[src/rtl/multicycle_control_unit_pkg.sv]
// Shared definitions for the multi-cycle RV32I control unit.
//   - FSM state codes (plain localparams so legacy code can compare raw values)
//   - RV32I major opcodes
//   - ALUControl encodings and the ALUOp class driving the ALU decoder
//   - datapath mux select codes and immediate-format selects
//   - branch_taken(): evaluates the branch condition from funct3 and the {V,C,Z,N} flags
package multicycle_control_unit_pkg;

  localparam logic [3:0] S_FETCH    = 4'd0;
  localparam logic [3:0] S_DECODE   = 4'd1;
  localparam logic [3:0] S_MEMADR   = 4'd2;
  localparam logic [3:0] S_MEMREAD  = 4'd3;
  localparam logic [3:0] S_MEMWB    = 4'd4;
  localparam logic [3:0] S_MEMWRITE = 4'd5;
  localparam logic [3:0] S_EXECR    = 4'd6;
  localparam logic [3:0] S_EXECI    = 4'd7;
  localparam logic [3:0] S_EXECU    = 4'd8;
  localparam logic [3:0] S_ALUWB    = 4'd9;
  localparam logic [3:0] S_JAL      = 4'd10;
  localparam logic [3:0] S_JALR     = 4'd11;
  localparam logic [3:0] S_BRANCH   = 4'd12;
  localparam logic [3:0] S_TRAP     = 4'd13;

  localparam logic [6:0] OP_LOAD   = 7'b0000011;
  localparam logic [6:0] OP_STORE  = 7'b0100011;
  localparam logic [6:0] OP_OP     = 7'b0110011;
  localparam logic [6:0] OP_OPIMM  = 7'b0010011;
  localparam logic [6:0] OP_JAL    = 7'b1101111;
  localparam logic [6:0] OP_JALR   = 7'b1100111;
  localparam logic [6:0] OP_BRANCH = 7'b1100011;
  localparam logic [6:0] OP_LUI    = 7'b0110111;
  localparam logic [6:0] OP_AUIPC  = 7'b0010111;

  typedef enum logic [1:0] {ALUOP_ADD, ALUOP_SUB, ALUOP_FUNCT} aluop_e;

  localparam logic [3:0] ALUC_ADD  = 4'd0;
  localparam logic [3:0] ALUC_SUB  = 4'd1;
  localparam logic [3:0] ALUC_SLL  = 4'd2;
  localparam logic [3:0] ALUC_SLT  = 4'd3;
  localparam logic [3:0] ALUC_SLTU = 4'd4;
  localparam logic [3:0] ALUC_XOR  = 4'd5;
  localparam logic [3:0] ALUC_SRL  = 4'd6;
  localparam logic [3:0] ALUC_SRA  = 4'd7;
  localparam logic [3:0] ALUC_OR   = 4'd8;
  localparam logic [3:0] ALUC_AND  = 4'd9;

  localparam logic [1:0] RS_ALUOUT  = 2'd0;
  localparam logic [1:0] RS_MEM     = 2'd1;
  localparam logic [1:0] RS_ALU     = 2'd2;
  localparam logic [1:0] RS_TRAPVEC = 2'd3;

  localparam logic [1:0] SRCA_PC    = 2'd0;
  localparam logic [1:0] SRCA_OLDPC = 2'd1;
  localparam logic [1:0] SRCA_RS1   = 2'd2;
  localparam logic [1:0] SRCA_ZERO  = 2'd3;

  localparam logic [1:0] SRCB_RS2  = 2'd0;
  localparam logic [1:0] SRCB_IMM  = 2'd1;
  localparam logic [1:0] SRCB_FOUR = 2'd2;

  localparam logic [2:0] IMM_I = 3'd0;
  localparam logic [2:0] IMM_S = 3'd1;
  localparam logic [2:0] IMM_B = 3'd2;
  localparam logic [2:0] IMM_U = 3'd3;
  localparam logic [2:0] IMM_J = 3'd4;

  // flags = {V,C,Z,N}; C=1 means no borrow on rs1-rs2.
  function automatic logic branch_taken(input logic [2:0] f3, input logic [3:0] flags);
    logic v, c, z, n, t;
    {v, c, z, n} = flags;
    case (f3)
      3'b000:  t = z;
      3'b001:  t = !z;
      3'b100:  t = n ^ v;
      3'b101:  t = !(n ^ v);
      3'b110:  t = !c;
      3'b111:  t = c;
      default: t = 1'b0;
    endcase
    return t;
  endfunction

endpackage

[src/rtl/multicycle_control_unit_if.sv]
// Control-unit <-> datapath bundle.
//   master: control unit (reads IR fields, flags, mem_ready; drives all mux selects/enables)
//   slave : datapath/memory side
interface multicycle_control_unit_if;
  logic [6:0] OPCode;
  logic [2:0] funct3;
  logic       funct75;
  logic [3:0] ALUFlags;
  logic       mem_ready;
  logic       memReq;
  logic       memWrite;
  logic       adrSrc;
  logic       IRWrite;
  logic       PCWrite;
  logic       regWrite;
  logic [1:0] resultSource;
  logic [1:0] srcAIn;
  logic [1:0] srcBIn;
  logic [2:0] immSource;
  logic [2:0] loadCtrl;
  logic [1:0] storeCtrl;
  logic [3:0] ALUControl;
  logic       trap;

  modport master (
    input  OPCode, funct3, funct75, ALUFlags, mem_ready,
    output memReq, memWrite, adrSrc, IRWrite, PCWrite, regWrite, resultSource,
           srcAIn, srcBIn, immSource, loadCtrl, storeCtrl, ALUControl, trap
  );

  modport slave (
    output OPCode, funct3, funct75, ALUFlags, mem_ready,
    input  memReq, memWrite, adrSrc, IRWrite, PCWrite, regWrite, resultSource,
           srcAIn, srcBIn, immSource, loadCtrl, storeCtrl, ALUControl, trap
  );
endinterface

[src/rtl/multicycle_control_unit_alu_ctrl_decoder.sv]
// Combinational ALU operation decoder.
//   alu_op      in  ALUOp class: forced add, forced sub, or decode from funct
//   funct3      in  IR[14:12]
//   funct75     in  IR[30]
//   is_rtype    in  instruction is OP (register-register)
//   alu_control out ALUControl encoding
module multicycle_control_unit_alu_ctrl_decoder
  import multicycle_control_unit_pkg::*;
(
  input  aluop_e     alu_op,
  input  logic [2:0] funct3,
  input  logic       funct75,
  input  logic       is_rtype,
  output logic [3:0] alu_control
);

  always_comb begin
    alu_control = ALUC_ADD;
    case (alu_op)
      ALUOP_ADD: alu_control = ALUC_ADD;
      ALUOP_SUB: alu_control = ALUC_SUB;
      default: begin
        case (funct3)
          // IR[30] is part of the immediate for ADDI, so only R-type may subtract
          3'b000:  alu_control = (is_rtype && funct75) ? ALUC_SUB : ALUC_ADD;
          3'b001:  alu_control = ALUC_SLL;
          3'b010:  alu_control = ALUC_SLT;
          3'b011:  alu_control = ALUC_SLTU;
          3'b100:  alu_control = ALUC_XOR;
          // SRAI/SRA both encode IR[30]=1
          3'b101:  alu_control = funct75 ? ALUC_SRA : ALUC_SRL;
          3'b110:  alu_control = ALUC_OR;
          default: alu_control = ALUC_AND;
        endcase
      end
    endcase
  end

endmodule

[src/rtl/multicycle_control_unit.sv]
// Multi-cycle RV32I control FSM.
//   clk, rst_n  core clock / asynchronous active-low reset
//   bus         multicycle_control_unit_if.master: IR fields, flags, mem handshake in;
//               every datapath mux select and enable out
//   instret     retired-instruction counter (INSTRET_W bits, wraps)
// Optional feature macro TRAP_EN: adds the TRAP state for illegal opcodes and a
// per-request memory wait timeout of TIMEOUT_CYC cycles. Without it, illegal
// opcodes retire as NOPs, waits are unbounded and trap stays 0.
module multicycle_control_unit
  import multicycle_control_unit_pkg::*;
#(
  parameter int unsigned INSTRET_W   = 32,
  parameter int unsigned TIMEOUT_CYC = 255
) (
  input  logic                     clk,
  input  logic                     rst_n,
  multicycle_control_unit_if.master bus,
  output logic [INSTRET_W-1:0]     instret
);

  logic [3:0]           state, state_nx;
  logic [INSTRET_W-1:0] instret_q;
  logic                 mem_req, mem_write, adr_src, ir_write, pc_write, reg_write, trap_c;
  logic [1:0]           res_src, src_a, src_b;
  logic [2:0]           imm_src;
  logic [3:0]           alu_ctrl;
  aluop_e               alu_op;
  logic                 retire;

`ifdef TRAP_EN
  localparam int unsigned WCNT_W = $clog2(TIMEOUT_CYC + 1);
  logic [WCNT_W-1:0] wait_cnt;
  logic              timeout;
  assign timeout = mem_req && !bus.mem_ready && (wait_cnt == WCNT_W'(TIMEOUT_CYC - 1));
`else
  logic unused_timeout;
  assign unused_timeout = (TIMEOUT_CYC == 0);
`endif

  always_comb begin
    state_nx  = state;
    mem_req   = 1'b0;
    mem_write = 1'b0;
    adr_src   = 1'b0;
    ir_write  = 1'b0;
    pc_write  = 1'b0;
    reg_write = 1'b0;
    trap_c    = 1'b0;
    res_src   = RS_ALUOUT;
    src_a     = SRCA_PC;
    src_b     = SRCB_RS2;
    imm_src   = IMM_I;
    alu_op    = ALUOP_ADD;
    case (state)
      S_FETCH: begin
        mem_req = 1'b1;
        src_b   = SRCB_FOUR;
        res_src = RS_ALU;
        if (bus.mem_ready) begin
          ir_write = 1'b1;
          pc_write = 1'b1;
          state_nx = S_DECODE;
        end
      end
      S_DECODE: begin
        // ALUOut gets oldPC+imm as the speculative target; JAL needs the J format
        src_a   = SRCA_OLDPC;
        src_b   = SRCB_IMM;
        imm_src = (bus.OPCode == OP_JAL) ? IMM_J : IMM_B;
        case (bus.OPCode)
          OP_LOAD, OP_STORE: state_nx = S_MEMADR;
          OP_OP:             state_nx = S_EXECR;
          OP_OPIMM:          state_nx = S_EXECI;
          OP_JAL:            state_nx = S_JAL;
          OP_JALR:           state_nx = S_JALR;
          OP_BRANCH:         state_nx = S_BRANCH;
          OP_LUI, OP_AUIPC:  state_nx = S_EXECU;
`ifdef TRAP_EN
          default:           state_nx = S_TRAP;
`else
          default:           state_nx = S_FETCH;
`endif
        endcase
      end
      S_MEMADR: begin
        src_a    = SRCA_RS1;
        src_b    = SRCB_IMM;
        imm_src  = (bus.OPCode == OP_STORE) ? IMM_S : IMM_I;
        state_nx = (bus.OPCode == OP_STORE) ? S_MEMWRITE : S_MEMREAD;
      end
      S_MEMREAD: begin
        mem_req = 1'b1;
        adr_src = 1'b1;
        if (bus.mem_ready) state_nx = S_MEMWB;
      end
      S_MEMWB: begin
        reg_write = 1'b1;
        res_src   = RS_MEM;
        state_nx  = S_FETCH;
      end
      S_MEMWRITE: begin
        mem_req   = 1'b1;
        mem_write = 1'b1;
        adr_src   = 1'b1;
        if (bus.mem_ready) state_nx = S_FETCH;
      end
      S_EXECR: begin
        src_a    = SRCA_RS1;
        alu_op   = ALUOP_FUNCT;
        state_nx = S_ALUWB;
      end
      S_EXECI: begin
        src_a    = SRCA_RS1;
        src_b    = SRCB_IMM;
        alu_op   = ALUOP_FUNCT;
        state_nx = S_ALUWB;
      end
      S_EXECU: begin
        src_a    = (bus.OPCode == OP_LUI) ? SRCA_ZERO : SRCA_OLDPC;
        src_b    = SRCB_IMM;
        imm_src  = IMM_U;
        state_nx = S_ALUWB;
      end
      S_ALUWB: begin
        reg_write = 1'b1;
        // JALR left its target in ALUOut, so the link value is recomputed here
        if (bus.OPCode == OP_JALR) begin
          res_src = RS_ALU;
          src_a   = SRCA_OLDPC;
          src_b   = SRCB_FOUR;
        end
        state_nx = S_FETCH;
      end
      S_JAL: begin
        pc_write = 1'b1;
        src_a    = SRCA_OLDPC;
        src_b    = SRCB_FOUR;
        state_nx = S_ALUWB;
      end
      S_JALR: begin
        // datapath clears bit 0 of the RS_ALU path when loading PC
        pc_write = 1'b1;
        src_a    = SRCA_RS1;
        src_b    = SRCB_IMM;
        res_src  = RS_ALU;
        state_nx = S_JALR == state ? S_ALUWB : state;
      end
      S_BRANCH: begin
        src_a    = SRCA_RS1;
        imm_src  = IMM_B;
        alu_op   = ALUOP_SUB;
        pc_write = branch_taken(bus.funct3, bus.ALUFlags);
        state_nx = S_FETCH;
      end
`ifdef TRAP_EN
      S_TRAP: begin
        trap_c   = 1'b1;
        pc_write = 1'b1;
        res_src  = RS_TRAPVEC;
        state_nx = S_FETCH;
      end
`endif
      default: state_nx = S_FETCH;
    endcase
`ifdef TRAP_EN
    if (timeout) begin
      ir_write = 1'b0;
      pc_write = 1'b0;
      state_nx = S_TRAP;
    end
`endif
  end

  multicycle_control_unit_alu_ctrl_decoder u_alu_dec (
    .alu_op      (alu_op),
    .funct3      (bus.funct3),
    .funct75     (bus.funct75),
    .is_rtype    (bus.OPCode == OP_OP),
    .alu_control (alu_ctrl)
  );

  // Trap entries are not retirements
  assign retire = (state_nx == S_FETCH) && (state != S_FETCH) && (state != S_TRAP);

  always_ff @(posedge clk or negedge rst_n) begin
    if (!rst_n) begin
      state     <= S_FETCH;
      instret_q <= '0;
    end else begin
      state <= state_nx;
      if (retire) instret_q <= instret_q + INSTRET_W'(1);
    end
  end

`ifdef TRAP_EN
  // Counts consecutive unanswered request cycles; any other cycle clears it
  always_ff @(posedge clk or negedge rst_n) begin
    if (!rst_n)                                 wait_cnt <= '0;
    else if (mem_req && !bus.mem_ready && !timeout) wait_cnt <= wait_cnt + WCNT_W'(1);
    else                                        wait_cnt <= '0;
  end
`endif

  // Outputs are forced low while rst_n is asserted so an in-flight request
  // drops immediately rather than at the next edge.
  assign bus.memReq       = rst_n & mem_req;
  assign bus.memWrite     = rst_n & mem_write;
  assign bus.adrSrc       = rst_n & adr_src;
  assign bus.IRWrite      = rst_n & ir_write;
  assign bus.PCWrite      = rst_n & pc_write;
  assign bus.regWrite     = rst_n & reg_write;
  assign bus.trap         = rst_n & trap_c;
  assign bus.resultSource = rst_n ? res_src : 2'd0;
  assign bus.srcAIn       = rst_n ? src_a : 2'd0;
  assign bus.srcBIn       = rst_n ? src_b : 2'd0;
  assign bus.immSource    = rst_n ? imm_src : 3'd0;
  assign bus.loadCtrl     = rst_n ? bus.funct3 : 3'd0;
  assign bus.storeCtrl    = rst_n ? bus.funct3[1:0] : 2'd0;
  assign bus.ALUControl   = rst_n ? alu_ctrl : 4'd0;
  assign instret          = instret_q;

endmodule

[src/flat_wrapper.sv]
// flat-port wrapper written by rule: the top's interface ports become plain ports
module multicycle_control_unit_flat import multicycle_control_unit_pkg::*;
#(
  parameter int unsigned INSTRET_W   = 32,
  parameter int unsigned TIMEOUT_CYC = 255
)
  (clk, rst_n, instret, bus_OPCode, bus_funct3, bus_funct75, bus_ALUFlags, bus_mem_ready, bus_memReq, bus_memWrite, bus_adrSrc, bus_IRWrite, bus_PCWrite, bus_regWrite, bus_resultSource, bus_srcAIn, bus_srcBIn, bus_immSource, bus_loadCtrl, bus_storeCtrl, bus_ALUControl, bus_trap);
  multicycle_control_unit_if bus_i ();
  input  logic clk;
  input  logic rst_n;
  output logic [INSTRET_W-1:0] instret;
  input wire logic [$bits(bus_i.OPCode)-1:0] bus_OPCode;
  input wire logic [$bits(bus_i.funct3)-1:0] bus_funct3;
  input wire logic [$bits(bus_i.funct75)-1:0] bus_funct75;
  input wire logic [$bits(bus_i.ALUFlags)-1:0] bus_ALUFlags;
  input wire logic [$bits(bus_i.mem_ready)-1:0] bus_mem_ready;
  output wire logic [$bits(bus_i.memReq)-1:0] bus_memReq;
  output wire logic [$bits(bus_i.memWrite)-1:0] bus_memWrite;
  output wire logic [$bits(bus_i.adrSrc)-1:0] bus_adrSrc;
  output wire logic [$bits(bus_i.IRWrite)-1:0] bus_IRWrite;
  output wire logic [$bits(bus_i.PCWrite)-1:0] bus_PCWrite;
  output wire logic [$bits(bus_i.regWrite)-1:0] bus_regWrite;
  output wire logic [$bits(bus_i.resultSource)-1:0] bus_resultSource;
  output wire logic [$bits(bus_i.srcAIn)-1:0] bus_srcAIn;
  output wire logic [$bits(bus_i.srcBIn)-1:0] bus_srcBIn;
  output wire logic [$bits(bus_i.immSource)-1:0] bus_immSource;
  output wire logic [$bits(bus_i.loadCtrl)-1:0] bus_loadCtrl;
  output wire logic [$bits(bus_i.storeCtrl)-1:0] bus_storeCtrl;
  output wire logic [$bits(bus_i.ALUControl)-1:0] bus_ALUControl;
  output wire logic [$bits(bus_i.trap)-1:0] bus_trap;
  assign bus_i.OPCode = bus_OPCode;
  assign bus_i.funct3 = bus_funct3;
  assign bus_i.funct75 = bus_funct75;
  assign bus_i.ALUFlags = bus_ALUFlags;
  assign bus_i.mem_ready = bus_mem_ready;
  assign bus_memReq = bus_i.memReq;
  assign bus_memWrite = bus_i.memWrite;
  assign bus_adrSrc = bus_i.adrSrc;
  assign bus_IRWrite = bus_i.IRWrite;
  assign bus_PCWrite = bus_i.PCWrite;
  assign bus_regWrite = bus_i.regWrite;
  assign bus_resultSource = bus_i.resultSource;
  assign bus_srcAIn = bus_i.srcAIn;
  assign bus_srcBIn = bus_i.srcBIn;
  assign bus_immSource = bus_i.immSource;
  assign bus_loadCtrl = bus_i.loadCtrl;
  assign bus_storeCtrl = bus_i.storeCtrl;
  assign bus_ALUControl = bus_i.ALUControl;
  assign bus_trap = bus_i.trap;
  multicycle_control_unit #(.INSTRET_W(INSTRET_W), .TIMEOUT_CYC(TIMEOUT_CYC)) u_core (.clk(clk), .rst_n(rst_n), .bus(bus_i), .instret(instret));
endmodule
[config.mk]
export PLATFORM = sky130hd
export DESIGN_NAME = multicycle_control_unit_flat
export DESIGN_NICKNAME = d
export VERILOG_FILES = /design/src/rtl/multicycle_control_unit_pkg.sv /design/src/rtl/multicycle_control_unit_if.sv /design/src/rtl/multicycle_control_unit_alu_ctrl_decoder.sv /design/src/rtl/multicycle_control_unit.sv /design/src/flat_wrapper.sv
export SDC_FILE = /design/constraint.sdc
export NUM_CORES = 1
export LEC_CHECK = 0
export CAP_MARGIN = 10
export CORE_ASPECT_RATIO = 1.2
export CORE_MARGIN = 2
export CORE_UTILIZATION = 44
export CTS_BUF_LIST = sky130_fd_sc_hd__clkbuf_2
export CTS_CLUSTER_SIZE = 30
export DETAILED_ROUTE_END_ITERATION = 12
export HOLD_SLACK_MARGIN = 0.06
export PLACE_DENSITY = 0.84
export SLEW_MARGIN = 30
export SYNTH_ARGS = -nofsm -noshare
export SYNTH_HDL_FRONTEND = slang
export SYNTH_SLANG_ARGS = --single-unit
[constraint.sdc]
create_clock -name clk -period 2.2 [get_ports clk]
set_clock_uncertainty 0.2 [all_clocks]
set_input_delay 0.44 -clock clk [delete_from_list [all_inputs] [get_ports clk]]
set_output_delay 0.44 -clock clk [all_outputs]
set_load 0.05 [all_outputs]
==> ds_physical_params.txt <==
Table: implementation figures

Parameter                              Value

Finish
  Final-layout non-clock buffer area share    between 30% and 40%
  Biggest cell category by area in the final layout    logic gates
  Fraction of final layout cells with drive strength greater than 1    58.0%
  Largest register FFs    32
  # diodes    0
  Area used by multi-input combinational logic    about 0.0021 mm2
  Fraction of area in multi-input gates    42.1%
  Clock buffers and inverters, area share    around 1.3%
  Register Area    around 920 um2
  Layout inverter count without the clock tree    8
  Post-layout utilization of the core    94.1%
  Mi-comb count    219

Timing
  Setup-failing EPs final    approximately 52
  Maximum frequency from static timing analysis    365 MHz
  Final Hold Violation Tally    0
  Fin. max-slew vios    0
  Minimum setup slack in the final design    -541 ps
  Unrepaired setup endpoints after global routing    yes
  Setup_tns    -19240 ps

Synth
  Cell with the most instances after synthesis    dfrtp_1
  Fraction of registers with async set/reset    100%
  Top cells by count, synth    dfrtp_1, nand2_1, xor2_1, nor2_1, nor3_1
  Fraction of post-synthesis cell area in the top cell type by area    a little under two fifths
  Area fraction in xor and xnor cells    roughly an eighth
  Number of synthesis warnings    0
  Number of instances in the synthesized netlist    280
  Count of library flops with an enable pin    0
  Commonest flop    dfrtp_1
  Synthesized chip area reported by yosys    0.00241 mm2
  Count of distinct cell types in the synthesized netlist    54
  Synth flops    36
  Count of instantiated cells in the yosys netlist    280
  Mapped cell area    0.00241 mm2
  Yosys simple share    roughly a third
  Dominant cells by area after synthesis    dfrtp_1, xor2_1, nor3_1
  Complex-gate fraction of the synthesized area    10.7%
  Mean Syn Cell Area    8.62 um2

Floorplan
  Horiz. Die Dim    71.6 um
  Standard cell core area    0.00530 mm2
  Die Y-Extent    85.1 um
  Die outline area    0.00609 mm2
  Count of boundary I/O pins    ~75
  Count of standard-cell rows    29

Critical path
  Crit path capture type    output pin
  Total buffers and inverters traversed by the critical path    2
  Path type of the worst setup path    flip-flop to output pin
  Critical R2R Capture    u_core.instret[25]
  CP most frequent cell    and2_4
  Number of gates on the worst path with buffers counted    7
  Source of the critical timing path    u_core.state[1]
  Maximum fanout along the worst path    3
  Crit-path max cell delay    470 ps
  R2R Path Start    u_core.state[1]
  Startpoint type of the worst setup path    flip-flop
  Flop2flop setup slack    -520 ps
  Cell Chain, Critical Path    buf_6, nor2b_4, or2_4, and2_4, o32ai_2, and2_4, buf_12
  Reg2reg path depth    8

Clock tree
  TritonCTS clock tree    done
  Hold buffer count at CTS    1
  Number of H-tree levels    2
  Clock root cell    clkbuf_2
  Clock-pin slew on the worst setup and hold paths    210 ps
  Post-cts resize count    between 100 and 150
  Later-pin clock latency in the skew report    between 400 and 500 ps

Placement
  Routability congestion estimate from global placement    0.903
  Total of buffers placed on input and output ports    73
  Worst slack at placement    -841 ps

Drt
  Drt first-iter violations    approximately 340
  Routed wire per std cell    25.8 um
  Average vias per placed instance    6.61
  Detailed-routed wire length on met2    6.50 mm
  Detailed-route wire length    between 10 and 15 mm
  Routed via count    approximately 3400
  Met1 Routed Length    4.16 mm
  Detailed-routing iteration count for the pre-antenna-repair pass    5
  Drt drc    0
  Uppermost routed layer    met4

GRT
  Pin count of the biggest net entering global routing    36
  Global-route met2 utilization    around 64%
  Met1 GRT Util    40.7%
  Overall routing resource usage    37.6%
  Vias in the first global route    3359
  GR Layer Usage met3    9.74%
  Initial antenna violation count    0
  Grt ovf    0

Status
  Failing checks    setup timing
  Status    finished, violations left

Pwr
  Share of power burned in registers    21.8%
  Clock group share of total power    11.5%
  Switch share    46.4%
  Power dissipated by switching net loads    1800 uW
  Design internal power    2080 uW
  PwrDens    ~780 mW/mm2
  Power share of the combinational group    66.7%
  Total combinational power    2590 uW

Run
  Maximum Capacitance Violations    0
**Clock routing**

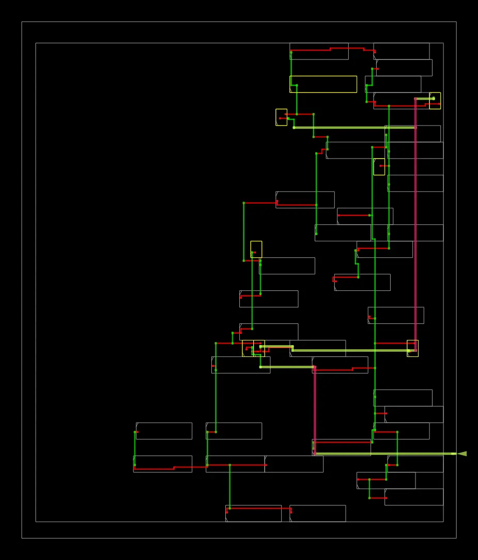
CLK BUF: 6
clock group total power: 448 uW
sequential cell count: 36
number of buffers created by CTS: 5
number of clock sinks seen by CTS: 36

**Routed clock nets over the placement**

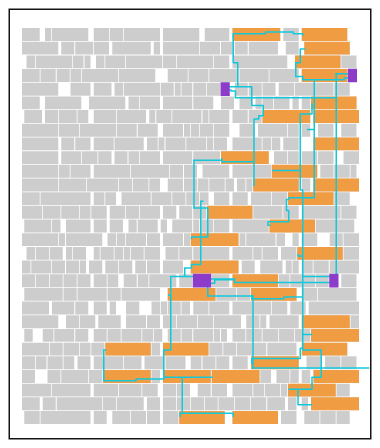
legend:
  flip-flops:
    color: orange
    count: 36
  clock-net drivers:
    color: purple
    count: 5
  clock wires:
    color: cyan
    length: 516 um
routed clock nets: 6

**Cells by drive strength**

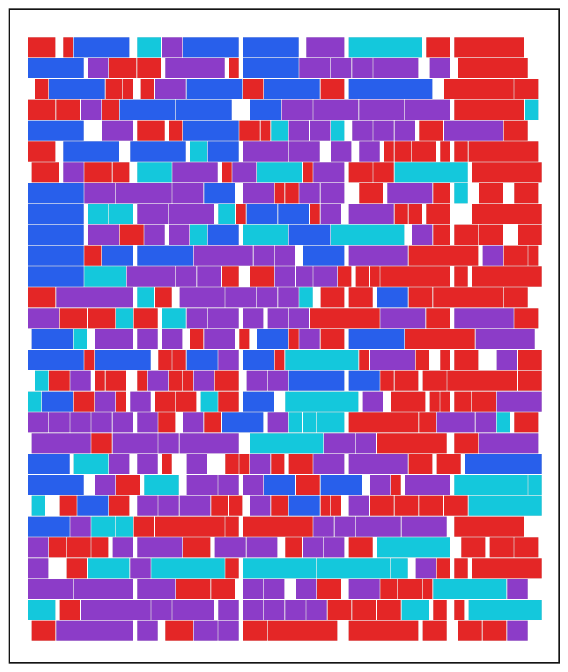
legend:
  x3 and x4:
    color: purple
    cells: 157
    most_used: buf_4
  x1 and smaller:
    color: red
    cells: 187
    most_used: xor2_1
  x2:
    color: cyan
    cells: 50
    most_used: dfrtp_2
  x6 and larger:
    color: blue
    cells: 51
    most_used: buf_12
non-clock buffer instance count of the final layout: 174
minimum setup slack in the final design: -541 ps
Layout area overhead: 107%
Design Area, Final: 0.00499 mm2

Power figures rest on the tool's default switching activity, not on a simulated workload.
